## config.mk

```make
export PLATFORM = sky130hd
export DESIGN_NAME = writeback_queue
export DESIGN_NICKNAME = d
export VERILOG_FILES = /design/src/rtl/writeback_queue_pkg.sv /design/src/rtl/writeback_queue_fifo.sv /design/src/rtl/writeback_queue.sv
export SDC_FILE = /design/constraint.sdc
export NUM_CORES = 1
export LEC_CHECK = 0
export CAP_MARGIN = 20
export CORE_ASPECT_RATIO = 2
export CORE_MARGIN = 2
export CORE_UTILIZATION = 40
export CTS_BUF_LIST = sky130_fd_sc_hd__clkbuf_8
export CTS_CLUSTER_DIAMETER = 150
export DETAILED_ROUTE_END_ITERATION = 8
export PLACE_DENSITY = 0.66
export SYNTH_ARGS = -nofsm -noshare
export SYNTH_HDL_FRONTEND = slang
export SYNTH_SLANG_ARGS = --single-unit
```

## constraint.sdc

```tcl
create_clock -name clk -period 9.5 [get_ports clk]
set_input_delay 1.9 -clock clk [delete_from_list [all_inputs] [get_ports clk]]
set_output_delay 1.9 -clock clk [all_outputs]
set_load 0.01 [all_outputs]
```

## src/rtl/writeback_queue_pkg.sv

```systemverilog
// Shared constants for the writeback queue: instruction type codes and default depth.
package writeback_queue_pkg;

  localparam logic [4:0] RTYPE = 5'd1;
  localparam logic [4:0] ITYPE = 5'd2;
  localparam logic [4:0] STYPE = 5'd3;
  localparam logic [4:0] UTYPE = 5'd4;

  localparam int WB_DEPTH = 4;

  // Only these types carry a register result worth writing back.
  function automatic logic writes_reg(input logic [4:0] itype);
    return (itype == RTYPE) || (itype == ITYPE) || (itype == UTYPE);
  endfunction

endpackage

```

## src/rtl/writeback_queue_fifo.sv

```systemverilog
// In-order storage for pending register writes; exposes raw entries and head for lookup.
module writeback_queue_fifo #(
  parameter int DEPTH = 4,
  parameter int W     = 37,
  localparam int AW   = $clog2(DEPTH),
  localparam int CW   = AW + 1
) (
  input  logic          clk,
  input  logic          reset,
  input  logic          push_i,
  input  logic [W-1:0]  wdata_i,
  input  logic          pop_i,
  output logic [W-1:0]  head_data_o,
  output logic [AW-1:0] head_o,
  output logic [CW-1:0] count_o,
  output logic          full_o,
  output logic          empty_o,
  output logic [W-1:0]  mem_o [DEPTH]
);

  logic [AW-1:0] head_q, head_d, tail_q, tail_d;
  logic [CW-1:0] count_q, count_d;
  logic [W-1:0]  mem_q [DEPTH];
  logic [W-1:0]  mem_d [DEPTH];

  assign full_o      = (count_q == CW'(DEPTH));
  assign empty_o     = (count_q == '0);
  assign head_o      = head_q;
  assign count_o     = count_q;
  assign head_data_o = mem_q[head_q];
  assign mem_o       = mem_q;

  always_comb begin
    head_d  = head_q;
    tail_d  = tail_q;
    count_d = count_q;
    mem_d   = mem_q;
    // Caller guarantees push only when not full and pop only when not empty.
    if (push_i) begin
      mem_d[tail_q] = wdata_i;
      tail_d        = tail_q + AW'(1);
    end
    if (pop_i) head_d = head_q + AW'(1);
    if (push_i && !pop_i) count_d = count_q + CW'(1);
    else if (!push_i && pop_i) count_d = count_q - CW'(1);
  end

  always_ff @(posedge clk) begin
    if (reset) begin
      head_q  <= '0;
      tail_q  <= '0;
      count_q <= '0;
    end else begin
      head_q  <= head_d;
      tail_q  <= tail_d;
      count_q <= count_d;
    end
  end

  always_ff @(posedge clk) begin
    mem_q <= mem_d;
  end

endmodule

```

## src/rtl/writeback_queue.sv

```systemverilog
// Buffers execute/memory results, drains them to the register file in order, and forwards pending values to decode.
module writeback_queue
  import writeback_queue_pkg::*;
#(
  parameter int DEPTH  = WB_DEPTH,
  parameter int DATA_W = 32,
  localparam int AW    = $clog2(DEPTH),
  localparam int CW    = AW + 1
) (
  input  logic              clk,
  input  logic              reset,
  input  logic              res_valid_i,
  output logic              res_ready_o,
  input  logic [DATA_W-1:0] res_data_i,
  input  logic [4:0]        res_rd_i,
  input  logic [4:0]        res_itype_i,
  output logic [DATA_W-1:0] wd_o,
  output logic [4:0]        wd_addr_o,
  output logic              wd_q_o,
  input  logic              wd_ack_i,
  input  logic [4:0]        rs1_i,
  input  logic [4:0]        rs2_i,
  output logic              rs1_hit_o,
  output logic [DATA_W-1:0] rs1_fwd_o,
  output logic              rs2_hit_o,
  output logic [DATA_W-1:0] rs2_fwd_o,
  output logic [CW-1:0]     count_o
);

  localparam int W = DATA_W + 5;

  logic          push, pop, full, empty;
  logic [W-1:0]  head_data;
  logic [AW-1:0] head;
  logic [CW-1:0] count;
  logic [W-1:0]  mem [DEPTH];
  logic [AW-1:0] idx;

  assign res_ready_o = !reset && !full;
  // Filtered results still complete their handshake; they just never occupy an entry.
  assign push = res_valid_i && res_ready_o && (res_rd_i != 5'd0) && writes_reg(res_itype_i);

  assign wd_q_o    = !empty;
  assign pop       = wd_q_o && wd_ack_i;
  assign wd_addr_o = empty ? 5'd0 : head_data[W-1 -: 5];
  assign wd_o      = empty ? '0 : head_data[DATA_W-1:0];
  assign count_o   = count;

  writeback_queue_fifo #(
    .DEPTH(DEPTH),
    .W    (W)
  ) u_fifo (
    .clk        (clk),
    .reset      (reset),
    .push_i     (push),
    .wdata_i    ({res_rd_i, res_data_i}),
    .pop_i      (pop),
    .head_data_o(head_data),
    .head_o     (head),
    .count_o    (count),
    .full_o     (full),
    .empty_o    (empty),
    .mem_o      (mem)
  );

  // Walk oldest to youngest so a later match overwrites an earlier one.
  always_comb begin
    rs1_hit_o = 1'b0;
    rs1_fwd_o = '0;
    rs2_hit_o = 1'b0;
    rs2_fwd_o = '0;
    idx       = '0;
    for (int i = 0; i < DEPTH; i++) begin
      idx = head + AW'(i);
      if (CW'(i) < count) begin
        if (rs1_i != 5'd0 && mem[idx][W-1 -: 5] == rs1_i) begin
          rs1_hit_o = 1'b1;
          rs1_fwd_o = mem[idx][DATA_W-1:0];
        end
        if (rs2_i != 5'd0 && mem[idx][W-1 -: 5] == rs2_i) begin
          rs2_hit_o = 1'b1;
          rs2_fwd_o = mem[idx][DATA_W-1:0];
        end
      end
    end
  end

endmodule

```

Where the registers sit:
Bar = 50 um.
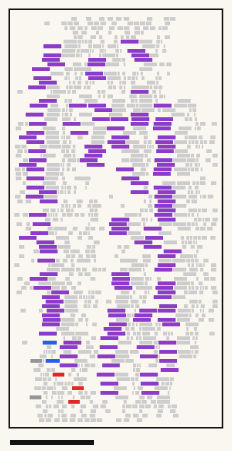
blue -> u_fifo.head_o  # placed flops 2
purple -> u_fifo.mem_o  # placed flops 148, where widely spread
red -> u_fifo.count_o  # placed flops 3
sequential logic power: 789 uW
Reg area: 4590 um2
Seq area share: 32.3%

Met3 routing:
Bar = 50 um.
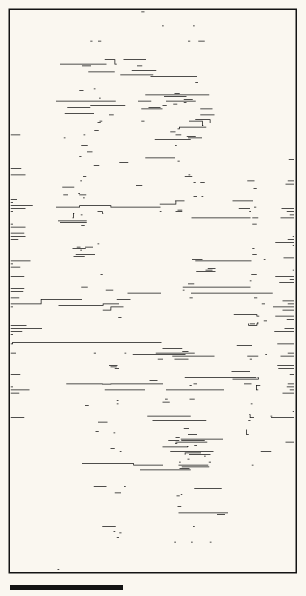
wire length on this layer = 1710 um
main direction = horizontal

==> flow_summary.ini <==
; flow metrics
[logic_synthesis]
edf_count = 148
ys_async_sr_fraction_pct = 0
synthCells = 946
top_area_cell = edfxtp_1
synthesis.nets = 1010
ys_seq_share_pct = 38.3
ys_cells = 946
xor_share_pct = 3.28
synth.cellmix.simpleShare_pct = 14.2
synth_top_flop_cell = edfxtp_1
synth.distinct_cells = 45
mux_share_pct = 28.3
yosys_warnings = 0
top_logic_kind = multiplexers
top_cell = edfxtp_1
syn_avg_cell_area_um2 = 12.7
synth_area_um2 = 12000

[placement]
io_buffers = 163
hpwl_um = 24400

[timing]
setup_ws_ns = 1.57
maxSlewHeadroom_pct = 20.2
rsz0062_at_grt = false
tns_ns = 0
fin_worst_skew_ns = 0.0132
drv_slew = 0
fin_crit_ns = 7.93
fmax_mhz = 126

[cells_and_area]
layout.nets = 1106
mostFrequentLayoutCell = clkdlybuf4s50_1
drive_above_1_share_pct = 23.1
final_cell_mix = clkdlybuf4s50_1, edfxtp_1, mux4_2
final_util_pct = 48.2

[worst_hold_path]
hold_depth = 2

[run]
tool_warnings = 31

[clocking]
clock_sinks = 155
root_buffer = clkbuf_8
htree_levels = 4
insertion_delay_ns = 0.47
post-cts-setup-buffer-count = 0

[power_and_ir_drop]
leakage_uw = 0.00396
power.group.top = combinational cells
switchingPower_uw = 891
comb_power_share_pct = 47.9
clockPowerShare_pct = 20.8
powerComb_uw = 1210
clock_net_power_uw = 525
switching_share_pct = 35.3
powerDensity_nw_per_um2 = 177

[routing]
viasPerCell = 6.53
wl_met3_um = 1710
drt-met1-wl_um = 12000
dr.pass1.iters = 5
vias = 9295
drt_iter0_markers = 658
top_layer = met5
post-route-drc-count = 0
routed_wl_um = 36700

[floorplanning]
pin_count = 164
chipArea_um2 = 31400
die_x_um = 126
coreArea_um2 = 29500
fp_util_pct = 40.6
row_count = 89
chipHeight_um = 249

[setup_path]
crit_slowest_cell = or2_2
worstPathRequired_ns = 7.60
timing.rr.end = u_fifo.mem_o[128]
crit_family = buffers and inverters
cp-endpoint = rs1_fwd_o[18]
crit_path_frequent_cell = clkdlybuf4s50_1
path_class = primary input to output port
crit_start = rs1_i[1]
path_cells = clkdlybuf4s50_1 > nor4_1 > nor3_1 > o211ai_1 > buf_4 > or2_2 > a31oi_1 > a211oi_1 > clkdlybuf4s50_1
rr_worst_depth = 7
crit_cells = 9

[global_routing]
busiest_layer = met2
grt_use_met1_pct = 23.0
grt_use_met2_pct = 43.3
antenna_found_initial = 5
grt_pass1_vias = 9579
grt_use_total_pct = 23.2
grt_max_degree = 74
grtUsageMet3_pct = 3.20

[run_status]
status = finished clean
per-stage QoR:
stage	instance area, um2	hold slack (ns)	std cells
finish	14200	0.574	1423
global route	14200	0.598	1422
CTS	14200	0.582	1419
detailed placement	13800	0.567	1387
global placement	13800	0.556	1386
floorplan	12000	0.514	946
cell type report:
| cell class | count | area, um2 |
|---|---|---|
| diodes | 4 | 10.0 |
| clock buffers | 17 | 234 |
| clock inverters | 15 | 183 |
| fillers | 2588 | 15300 |
| inverters | 9 | 33.8 |
| multi-input cells | 674 | 6910 |
| flip-flops and latches | 155 | 4590 |
| well taps | 364 | 455 |
| repair buffers | 185 | 1820 |
kinds of logic after synthesis:
group / after synthesis
AOI/OAI and AO/OA: 148
buffers and inverters: 117
xor gates and xnor gates: 44
adders and majority gates: 8
and+or+nand+nor: 316
muxes: 158
DFF: 155
Power and IR drop assume default switching activity.
